Figure 1. Layout detail.
The bar under the picture is 10 um long. Window x 181 to 221, y 101 to 141 um. Cells in grey, sequential cells in the stronger grey; small squares are vias.
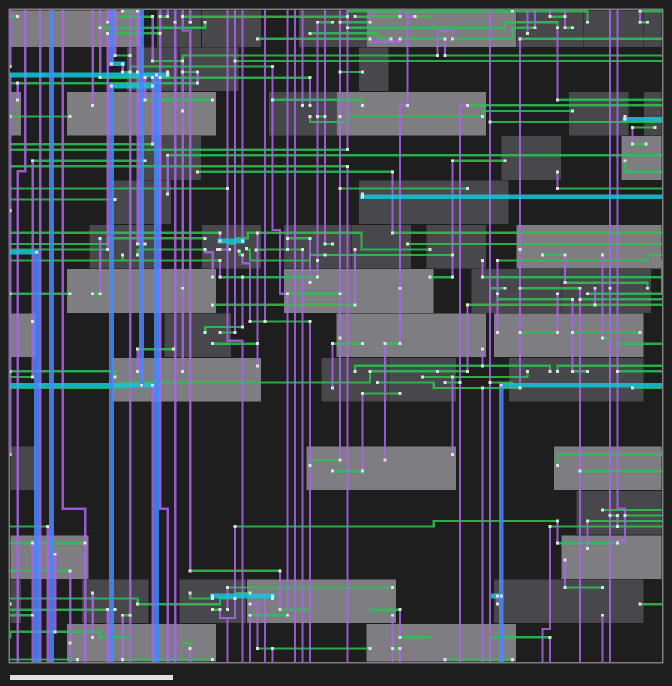
Figure 2. Metal 2.
The bar under the picture is 100 um long. Cells faint in the background.
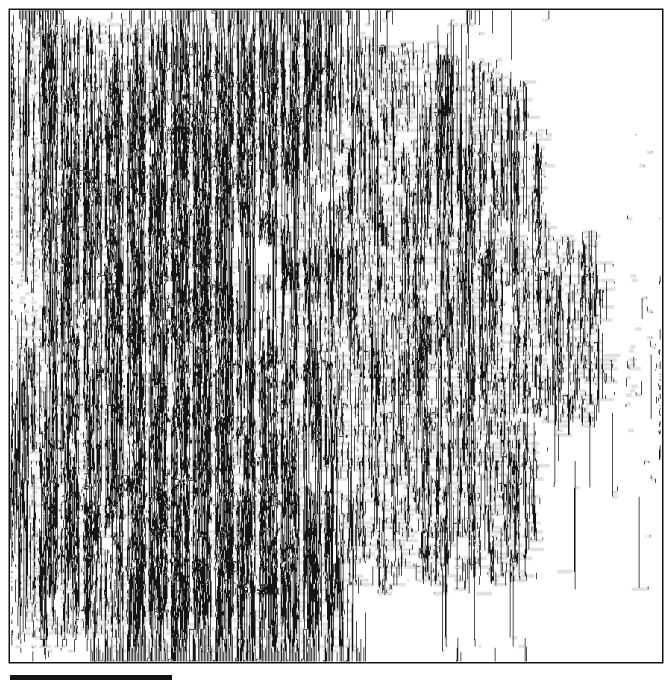
<file path="src/rtl/axil_order_pkg.sv">
// Shared constants and helpers for the AXI-Lite order-stream slave.
package axil_order_pkg;

  // Register map: config registers sit below these two fixed words.
  localparam logic [7:0] ORDER_ADDR  = 8'h48;
  localparam logic [7:0] STATUS_ADDR = 8'h4C;

  // AXI response codes used by this slave.
  localparam logic [1:0] RESP_OKAY   = 2'b00;
  localparam logic [1:0] RESP_SLVERR = 2'b10;

  // STATUS word layout.
  localparam int STATUS_NOT_FULL_BIT = 0;
  localparam int STATUS_EMPTY_BIT    = 1;
  localparam int STATUS_COUNT_LSB    = 8;
  localparam int STATUS_COUNT_W      = 8;

  // Merge new_v into old_v one byte lane at a time, as selected by strb.
  function automatic logic [31:0] apply_wstrb(input logic [31:0] old_v,
                                              input logic [31:0] new_v,
                                              input logic [3:0]  strb);
    logic [31:0] r;
    r = old_v;
    for (int b = 0; b < 4; b++) begin
      if (strb[b]) r[8*b +: 8] = new_v[8*b +: 8];
    end
    return r;
  endfunction

endpackage

</file>
<file path="src/rtl/order_fifo.sv">
// Synchronous order FIFO; a pop on a full FIFO frees the slot for a push in the same cycle.
module order_fifo #(
  parameter int DEPTH = 16,
  parameter int WIDTH = 32,
  parameter int CNT_W = $clog2(DEPTH) + 1
) (
  input  logic             clk,
  input  logic             rst_n,
  input  logic             push,
  input  logic             pop,
  input  logic [WIDTH-1:0] din,
  output logic [WIDTH-1:0] dout,
  output logic             full,
  output logic             empty,
  output logic [CNT_W-1:0] count
);

  localparam int PTR_W = $clog2(DEPTH);

  logic [WIDTH-1:0] mem_q [DEPTH];
  logic [WIDTH-1:0] mem_d [DEPTH];
  logic [PTR_W-1:0] wr_ptr_q, wr_ptr_d;
  logic [PTR_W-1:0] rd_ptr_q, rd_ptr_d;
  logic [CNT_W-1:0] count_q, count_d;
  logic             push_en;
  logic             pop_en;

  assign full  = (count_q == CNT_W'(DEPTH));
  assign empty = (count_q == '0);
  assign count = count_q;
  assign dout  = empty ? '0 : mem_q[rd_ptr_q];

  // Qualify push/pop, advance wrapping pointers and track occupancy.
  always_comb begin
    pop_en   = pop && !empty;
    push_en  = push && (!full || pop_en);
    mem_d    = mem_q;
    wr_ptr_d = wr_ptr_q;
    rd_ptr_d = rd_ptr_q;
    count_d  = count_q;
    if (push_en) begin
      mem_d[wr_ptr_q] = din;
      wr_ptr_d        = wr_ptr_q + 1'b1;
    end
    if (pop_en) begin
      rd_ptr_d = rd_ptr_q + 1'b1;
    end
    case ({push_en, pop_en})
      2'b10:   count_d = count_q + 1'b1;
      2'b01:   count_d = count_q - 1'b1;
      default: count_d = count_q;
    endcase
  end

  // Storage and pointer registers; reset flushes the FIFO.
  always_ff @(posedge clk or negedge rst_n) begin
    if (!rst_n) begin
      for (int i = 0; i < DEPTH; i++) mem_q[i] <= '0;
      wr_ptr_q <= '0;
      rd_ptr_q <= '0;
      count_q  <= '0;
    end else begin
      mem_q    <= mem_d;
      wr_ptr_q <= wr_ptr_d;
      rd_ptr_q <= rd_ptr_d;
      count_q  <= count_d;
    end
  end

endmodule

</file>
<file path="src/rtl/axil_order_slave.sv">
// AXI4-Lite slave: byte-enabled config registers, an order push port backed by a FIFO, and a status word.
module axil_order_slave
  import axil_order_pkg::*;
#(
  parameter int AXIL_DATA_WIDTH  = 32,
  parameter int AXIL_ADDR_WIDTH  = 8,
  parameter int NUM_CFG_REGS     = 18,
  parameter int ORDER_FIFO_DEPTH = 16
) (
  input  logic                              s00_axi_aclk,
  input  logic                              s00_axi_aresetn,
  input  logic [AXIL_ADDR_WIDTH-1:0]        s00_axi_awaddr,
  input  logic [2:0]                        s00_axi_awprot,
  input  logic                              s00_axi_awvalid,
  output logic                              s00_axi_awready,
  input  logic [AXIL_DATA_WIDTH-1:0]        s00_axi_wdata,
  input  logic [AXIL_DATA_WIDTH/8-1:0]      s00_axi_wstrb,
  input  logic                              s00_axi_wvalid,
  output logic                              s00_axi_wready,
  output logic [1:0]                        s00_axi_bresp,
  output logic                              s00_axi_bvalid,
  input  logic                              s00_axi_bready,
  input  logic [AXIL_ADDR_WIDTH-1:0]        s00_axi_araddr,
  input  logic [2:0]                        s00_axi_arprot,
  input  logic                              s00_axi_arvalid,
  output logic                              s00_axi_arready,
  output logic [AXIL_DATA_WIDTH-1:0]        s00_axi_rdata,
  output logic [1:0]                        s00_axi_rresp,
  output logic                              s00_axi_rvalid,
  input  logic                              s00_axi_rready,
  output logic [32*NUM_CFG_REGS-1:0]        cfg_regs,
  output logic [AXIL_DATA_WIDTH-1:0]        order_data,
  output logic                              order_valid,
  input  logic                              order_ready
);

  localparam int WA    = AXIL_ADDR_WIDTH - 2;
  localparam int CNT_W = $clog2(ORDER_FIFO_DEPTH) + 1;
  localparam logic [WA-1:0] ORDER_IDX  = WA'(ORDER_ADDR >> 2);
  localparam logic [WA-1:0] STATUS_IDX = WA'(STATUS_ADDR >> 2);
  localparam logic [WA-1:0] CFG_LIMIT  = WA'(NUM_CFG_REGS);

  logic                       aw_held_q, aw_held_d;
  logic [WA-1:0]              aw_idx_q, aw_idx_d;
  logic                       w_held_q, w_held_d;
  logic [31:0]                w_data_q, w_data_d;
  logic [3:0]                 w_strb_q, w_strb_d;
  logic                       bvalid_q, bvalid_d;
  logic [1:0]                 bresp_q, bresp_d;
  logic                       rvalid_q, rvalid_d;
  logic [31:0]                rdata_q, rdata_d;
  logic [1:0]                 rresp_q, rresp_d;
  logic [31:0]                cfg_q [NUM_CFG_REGS];
  logic [31:0]                cfg_d [NUM_CFG_REGS];

  logic                       aw_fire, w_fire, ar_fire, pop_fire;
  logic [WA-1:0]              wr_idx, rd_idx;
  logic [31:0]                wr_data;
  logic [3:0]                 wr_strb;
  logic                       wr_is_cfg, wr_is_order, commit;
  logic                       fifo_push, fifo_full, fifo_empty;
  logic [CNT_W-1:0]           fifo_count;
  logic [31:0]                status_word;
  logic                       unused_ok;

  assign unused_ok = ^{s00_axi_awprot, s00_axi_arprot,
                       s00_axi_awaddr[1:0], s00_axi_araddr[1:0]};

  assign s00_axi_awready = s00_axi_aresetn && !aw_held_q && !bvalid_q;
  assign s00_axi_wready  = s00_axi_aresetn && !w_held_q && !bvalid_q;
  assign s00_axi_arready = s00_axi_aresetn && !rvalid_q;
  assign s00_axi_bvalid  = bvalid_q;
  assign s00_axi_bresp   = bresp_q;
  assign s00_axi_rvalid  = rvalid_q;
  assign s00_axi_rdata   = rdata_q;
  assign s00_axi_rresp   = rresp_q;
  assign order_valid     = !fifo_empty;
  assign pop_fire        = order_ready && !fifo_empty;

  order_fifo #(
    .DEPTH (ORDER_FIFO_DEPTH),
    .WIDTH (AXIL_DATA_WIDTH),
    .CNT_W (CNT_W)
  ) u_order_fifo (
    .clk   (s00_axi_aclk),
    .rst_n (s00_axi_aresetn),
    .push  (fifo_push),
    .pop   (order_ready),
    .din   (wr_data),
    .dout  (order_data),
    .full  (fifo_full),
    .empty (fifo_empty),
    .count (fifo_count)
  );

  // Write path: latch AW/W independently, commit once both are present and the FIFO can take an order.
  always_comb begin
    aw_fire     = s00_axi_awvalid && s00_axi_awready;
    w_fire      = s00_axi_wvalid && s00_axi_wready;
    wr_idx      = aw_held_q ? aw_idx_q : s00_axi_awaddr[AXIL_ADDR_WIDTH-1:2];
    wr_data     = w_held_q ? w_data_q : s00_axi_wdata;
    wr_strb     = w_held_q ? w_strb_q : s00_axi_wstrb;
    wr_is_cfg   = (wr_idx < CFG_LIMIT);
    wr_is_order = (wr_idx == ORDER_IDX);
    commit      = (aw_held_q || aw_fire) && (w_held_q || w_fire) && !bvalid_q &&
                  (!wr_is_order || !fifo_full || pop_fire);
    fifo_push   = commit && wr_is_order;

    aw_held_d = aw_held_q;
    aw_idx_d  = aw_idx_q;
    w_held_d  = w_held_q;
    w_data_d  = w_data_q;
    w_strb_d  = w_strb_q;
    bvalid_d  = bvalid_q;
    bresp_d   = bresp_q;
    cfg_d     = cfg_q;

    if (aw_fire) begin
      aw_held_d = 1'b1;
      aw_idx_d  = s00_axi_awaddr[AXIL_ADDR_WIDTH-1:2];
    end
    if (w_fire) begin
      w_held_d = 1'b1;
      w_data_d = s00_axi_wdata;
      w_strb_d = s00_axi_wstrb;
    end
    if (commit) begin
      bvalid_d = 1'b1;
      bresp_d  = (wr_is_cfg || wr_is_order) ? RESP_OKAY : RESP_SLVERR;
      if (wr_is_cfg) begin
        for (int i = 0; i < NUM_CFG_REGS; i++) begin
          if (wr_idx == WA'(i)) cfg_d[i] = apply_wstrb(cfg_q[i], wr_data, wr_strb);
        end
      end
    end
    if (bvalid_q && s00_axi_bready) begin
      bvalid_d  = 1'b0;
      bresp_d   = RESP_OKAY;
      aw_held_d = 1'b0;
      w_held_d  = 1'b0;
    end
  end

  // Read path: decode and register the response in the AR handshake cycle.
  always_comb begin
    ar_fire     = s00_axi_arvalid && s00_axi_arready;
    rd_idx      = s00_axi_araddr[AXIL_ADDR_WIDTH-1:2];
    status_word = '0;
    status_word[STATUS_NOT_FULL_BIT] = !fifo_full;
    status_word[STATUS_EMPTY_BIT]    = fifo_empty;
    status_word[STATUS_COUNT_LSB +: STATUS_COUNT_W] = STATUS_COUNT_W'(fifo_count);
    rvalid_d = rvalid_q;
    rdata_d  = rdata_q;
    rresp_d  = rresp_q;
    if (ar_fire) begin
      rvalid_d = 1'b1;
      rdata_d  = '0;
      rresp_d  = RESP_OKAY;
      if (rd_idx < CFG_LIMIT) begin
        for (int i = 0; i < NUM_CFG_REGS; i++) begin
          if (rd_idx == WA'(i)) rdata_d = cfg_q[i];
        end
      end else if (rd_idx == STATUS_IDX) begin
        rdata_d = status_word;
      end else if (rd_idx != ORDER_IDX) begin
        rresp_d = RESP_SLVERR;
      end
    end else if (rvalid_q && s00_axi_rready) begin
      rvalid_d = 1'b0;
    end
  end

  // Flatten the config array onto the output vector.
  always_comb begin
    cfg_regs = '0;
    for (int i = 0; i < NUM_CFG_REGS; i++) cfg_regs[32*i +: 32] = cfg_q[i];
  end

  // State registers; reset drops held AW/W, pending B/R and clears config.
  always_ff @(posedge s00_axi_aclk or negedge s00_axi_aresetn) begin
    if (!s00_axi_aresetn) begin
      aw_held_q <= 1'b0;
      aw_idx_q  <= '0;
      w_held_q  <= 1'b0;
      w_data_q  <= '0;
      w_strb_q  <= '0;
      bvalid_q  <= 1'b0;
      bresp_q   <= RESP_OKAY;
      rvalid_q  <= 1'b0;
      rdata_q   <= '0;
      rresp_q   <= RESP_OKAY;
      for (int i = 0; i < NUM_CFG_REGS; i++) cfg_q[i] <= '0;
    end else begin
      aw_held_q <= aw_held_d;
      aw_idx_q  <= aw_idx_d;
      w_held_q  <= w_held_d;
      w_data_q  <= w_data_d;
      w_strb_q  <= w_strb_d;
      bvalid_q  <= bvalid_d;
      bresp_q   <= bresp_d;
      rvalid_q  <= rvalid_d;
      rdata_q   <= rdata_d;
      rresp_q   <= rresp_d;
      cfg_q     <= cfg_d;
    end
  end

endmodule

</file>
<file path="config.mk">
export PLATFORM = sky130hd
export DESIGN_NAME = axil_order_slave
export DESIGN_NICKNAME = d
export VERILOG_FILES = /design/src/rtl/axil_order_pkg.sv /design/src/rtl/order_fifo.sv /design/src/rtl/axil_order_slave.sv
export SDC_FILE = /design/constraint.sdc
export NUM_CORES = 2
export LEC_CHECK = 0
export CAP_MARGIN = 10
export CORE_MARGIN = 3
export CORE_UTILIZATION = 35
export DETAILED_ROUTE_END_ITERATION = 8
export GPL_ROUTABILITY_DRIVEN = 0
export GPL_TIMING_DRIVEN = 0
export PLACE_DENSITY = 0.54
export SKIP_LAST_GASP = 1
export SLEW_MARGIN = 15
export SYNTH_ARGS = -nofsm -noshare
export SYNTH_HDL_FRONTEND = slang
export SYNTH_HIERARCHICAL = 1
export SYNTH_SLANG_ARGS = --single-unit
export TNS_END_PERCENT = 100
</file>
<file path="constraint.sdc">
create_clock -name s00_axi_aclk -period 3.2 [get_ports s00_axi_aclk]
set_input_delay 0.64 -clock s00_axi_aclk [delete_from_list [all_inputs] [get_ports s00_axi_aclk]]
set_output_delay 0.64 -clock s00_axi_aclk [all_outputs]
set_load 0.03 [all_outputs]
</file>
==> results.txt <==
Implementation status.

- The worst setup path startpoint is u_order_fifo/rd_ptr_q[1].
- Counting both buffers and inverters, the worst setup path holds a total of 5.
- The area reported by Yosys stat is 54900 um2.
- On the reported timing paths, the clock transition at the registers reads 0.06 ns.
- The sum of negative setup slack is -9.93 ns.
- The maximum cell stage delay along the critical path is 0.48 ns.
- The flow ran to the end, but the final reports show violations.
- The share of the clock period used by the worst path is 1.10.
- The mapped netlist covers 54900 um2.
- The yosys stat cell total is 3825.
- The TritonCTS sink count is 1181.
- Setup repair after global routing could not meet its margin everywhere.
- Per the synthesis report, the dominant area consumer among library cells is sky130_fd_sc_hd__dfrtp_1.
- The number of logic stages on the critical path including buffering is 9.
- The global router reports that the layer with the highest usage is met2.
- Summing all placed instances gives a cell area of 64900 um2.
- Per the detail_route report, DRC violations left total 0.
- STA reports the tightest min-delay check as being of type in -> async.
- The remaining global-route overflow is 0.
- The cell sitting at the root of the clock tree is a sky130_fd_sc_hd__clkbuf_16.
- The maximum clock frequency is 283 MHz.
- The worst reg2reg path endpoint is cfg_regs[574].
- From synthesis to final layout, the design area changed by 31.8%.
- The area of all placed cells without fillers is 72300 um2.
- The worst hold slack is 0.183 ns.
- The number of global-route vias before repair came to 41300.
- On met3, the global router reports a usage of 0.103.
- The number of post-CTS setup repair buffers is 52.
- The xor and xnor fraction of the mapped netlist area is 0.00175.
- Per the OpenROAD floorplan log, the area of the die is 162000 um2.
- Ranked by instance count, the synthesized netlist is headed by sky130_fd_sc_hd__dfrtp_1 (1181), sky130_fd_sc_hd__mux2_2 (843), sky130_fd_sc_hd__mux2_4 (279).
- The number of routed nets with antenna violations is 0.
- The critical path endpoint has a required time of 2.56 ns.
- The final number of max-transition violations is 0.
- Of the post-synthesis cell area, the part taken by muxes is 0.324.
- Gates resized during post-CTS repair numbered 517.
- The synthesized design contains 1181 register bits.
- In the log, the iteration count for the first detailed-route pass is 6.
- After synthesis, the share of flip-flops with an asynchronous set or reset is 1.00.
- The leakage power in the latest report is 33.3 nW.
- The die width is 402 um.
- The vertical die dimension reported for this design is 402 um.
- In the post-synthesis netlist, the biggest area contributors are sky130_fd_sc_hd__dfrtp_1 (54%), sky130_fd_sc_hd__mux2_2 (17%), sky130_fd_sc_hd__mux2_4 (7.6%), sky130_fd_sc_hd__mux4_2 (5.2%), sky130_fd_sc_hd__mux2_1 (1.5%).
- The number of synthesis warnings is 6.
- The combinational family with the most area after synthesis is multiplexers.
- The hold buffer count at CTS is 11.
- OpenSTA lists the critical path endpoint as order_data[6].
- The average instance in the mapped netlist occupies 14.4 um2.
- Logged for this run, the post-placement worst setup slack is -4.64 ns.
- Looking at the reg2reg group, the worst path starts from u_order_fifo/count[1].
- The clock arrives with 0.0359 ns of skew.
- As logged by OpenROAD, the buffers inserted on ports number 702.
- The worst-case clock buffer depth is 3.
- Summing over the stages, the warning tally comes to 51.
- The number of flops mapped to enable cells by yosys is 0.
- For this run, the total global-route usage over all layers was measured as 0.323.
- Looking at the critical path, the highest net fanout was 8.
- After floorplanning, the core was sized to cover 155000 um2.
- The cell with the most instances after synthesis is sky130_fd_sc_hd__dfrtp_1.
- The number of antenna violations at the first check in global routing is 14.
- The count of standard-cell rows is 144.
- At the end of the flow the core is filled with cells to 0.467.
- Looking at the clock tree report, the H-tree level count equals 4.
- The first global-routing pass estimated 361 mm of wire.
- The cell with the biggest individual delay on the critical path is sky130_fd_sc_hd__mux4_2.
- The sequential cell area fraction in the yosys report is 0.538.
- The top cell family by delay on the critical path is multiplexers.
- For the worst-skew pair, the clock arrives at the later sink with an insertion delay of 0.80 ns.
- The number of top-level pins is 716.
- The synthesized netlist contains 88 unique library cells.
- The critical path is of the reg -> out type.
- The worst path setup slack after routing is -0.331 ns.
- In this run the power density over the cells is 681 nW/um2.
- The worst setup path is captured at an output pin.
- Listed in order, past its start point the critical path passes buf_12, buf_12, buf_12, buf_6, mux4_2, mux2_4, o21ai_4, a21oi_2, buf_6.
- The worst reg-to-reg path cell count is 11.
- The timing report shows the most common cell along the critical path to be sky130_fd_sc_hd__buf_12.
- The final period demand of the worst path is 3.53 ns.
- The average detailed-routed wire length per instance is 38.5 um.
- The starting density of the core is 0.354.
- The area fraction in compound gates after synthesis is 0.0658.
- The report counts max-capacitance violations totalling 0.
- The relative slew slack is 0.222.
- The most frequently used flop master after synthesis is sky130_fd_sc_hd__dfrtp_1.
- After technology mapping, the gate count stands at 3825.
- IR analysis of the VDD net gives a maximum drop of 0.408 mV.
- The CTS tree is yes.
- The ratio of routed vias to standard cells is 5.92.
- The post-synthesis share of cell area spent on and, or, nand and nor gates is 0.0430.
- The estimated wirelength of the detail-placed design is 196 mm.
- After the first detailed-routing iteration, the DRC count stood at 4261.
- The pin count of the biggest net entering global routing is 146.
- The area fraction of the largest cell type after synthesis is 0.538.
- In the final layout, the share of cells above drive strength 1 is 0.415.
- The final number of setup-violating endpoints is 58.
- STA classifies the critical path startpoint as a flip-flop.
- In the final design database the tool counted 4843 nets.
- STA reports a reg2reg setup slack of -0.08 ns.
- Looking at the max-slew report, the worst-margin pin has a slew of 1.17 ns.
- The met1 track demand over resource is 0.400.
- In this run, CTS created clock tree buffers numbering 138.
- The checks that failed: negative setup slack.
- The number of hold-slack violations in the final timing report is 0.
- The fraction of the mapped netlist area in adder cells is 0.00205.
- According to the timing report, the arrival time at the worst endpoint equals 2.89 ns.
Back to the opening pictures, Figure 1:
| layer | colour |
|---|---|
| met2 | purple |
| met1 | green |
| met4 | blue |
| met3 | cyan |
sequential cells in the window: 17
most frequent: dfrtp_1 (17), clkdlybuf4s50_1 (9), mux2_2 (8)
netlist names of flops here include: cfg_regs (10), u_order_fifo/mem_q (7)
cells with their middle in the window: 46

Back to the opening pictures, Figure 2:
nets with wire on the layer: 4500
main direction: vertical
GRT met2 Usage: 0.492
via count: 41100
Detailed Route WL: 267 mm

==> flip-flops by register name, indices dropped and copies added (netlist names) <==
signal,cells
s00_axi_bresp,1
w_strb_q,4
u_order_fifo/wr_ptr_q,4
u_order_fifo/mem_q,512
aw_idx_q,6
cfg_regs,576
s00_axi_rdata,32
w_data_q,32
w_held_q,1
u_order_fifo/rd_ptr_q,4
u_order_fifo/count,5
s00_axi_rresp,1
s00_axi_bvalid,1
aw_held_q,1
s00_axi_rvalid,1
==> through the flow <==
step                cells  total power, mW
detailed placement   6586             31.4
global route         6926             50.6
floorplan            3826             24.6
finish               6934             49.2
global placement     6572             31.2
CTS                  6908             48.6
==> area by class of cell <==
| type | count | area (um2) |
|---|---|---|
| clock inverter | 47 | 569 |
| sequential | 1181 | 29600 |
| timing repair buffer | 808 | 8690 |
| multi-input combinational | 2361 | 24900 |
| antenna | 14 | 35.0 |
| buffer | 265 | 1880 |
| tap | 2044 | 2560 |
| fill | 14000 | 82600 |
| inverter | 13 | 52.6 |
| clock buffer | 201 | 4090 |
==> per-layer routing <==
layer  vias to the layer above  wire length [um]
met1                     21700            103000
met2                      2377            118000
met4                         6             20100
met3                       699             25500
li1                      16300                 -
met5                         -                28
==> cells in the final DEF, fill, tap and decap left out, types with 15 or more instances in the layout <==
master,Yosys,routed
sky130_fd_sc_hd__a21oi_1,103,78
sky130_fd_sc_hd__a21oi_2,4,20
sky130_fd_sc_hd__a221oi_1,46,44
sky130_fd_sc_hd__a222oi_1,15,15
sky130_fd_sc_hd__a22oi_1,100,100
sky130_fd_sc_hd__and3_1,22,22
sky130_fd_sc_hd__buf_12,0,20
sky130_fd_sc_hd__buf_2,63,33
sky130_fd_sc_hd__buf_4,5,78
sky130_fd_sc_hd__buf_6,30,70
sky130_fd_sc_hd__buf_8,1,16
sky130_fd_sc_hd__clkbuf_1,156,88
sky130_fd_sc_hd__clkbuf_16,0,143
sky130_fd_sc_hd__clkbuf_2,0,69
sky130_fd_sc_hd__clkbuf_8,0,38
sky130_fd_sc_hd__clkdlybuf4s50_1,0,665
sky130_fd_sc_hd__clkinv_2,0,25
sky130_fd_sc_hd__dfrtp_1,1181,1176
sky130_fd_sc_hd__mux2_1,73,73
sky130_fd_sc_hd__mux2_2,843,831
sky130_fd_sc_hd__mux2_4,279,291
sky130_fd_sc_hd__mux2i_1,42,35
sky130_fd_sc_hd__mux4_2,126,126
sky130_fd_sc_hd__nand2_1,174,116
sky130_fd_sc_hd__nand2_2,1,51
sky130_fd_sc_hd__nand3_1,36,36
sky130_fd_sc_hd__nand4_1,24,24
sky130_fd_sc_hd__nor2_1,81,49
sky130_fd_sc_hd__nor2_2,1,17
sky130_fd_sc_hd__nor2_4,0,16
sky130_fd_sc_hd__o21ai_0,101,69
sky130_fd_sc_hd__o21ai_2,0,18
sky130_fd_sc_hd__o221ai_1,19,19
sky130_fd_sc_hd__o22ai_1,34,33
==> power by group <==
| group | leakage (nW) | internal [mW] | switching, mW |
|---|---|---|---|
| combinational | 14.7 | 5.50 | 9.82 |
| clock | 2.31 | 9.57 | 6.77 |
| sequential | 16.3 | 16.2 | 1.40 |
| total | 33.3 | 31.2 | 18.0 |
Power figures rest on the tool's default switching activity, not on a simulated workload.
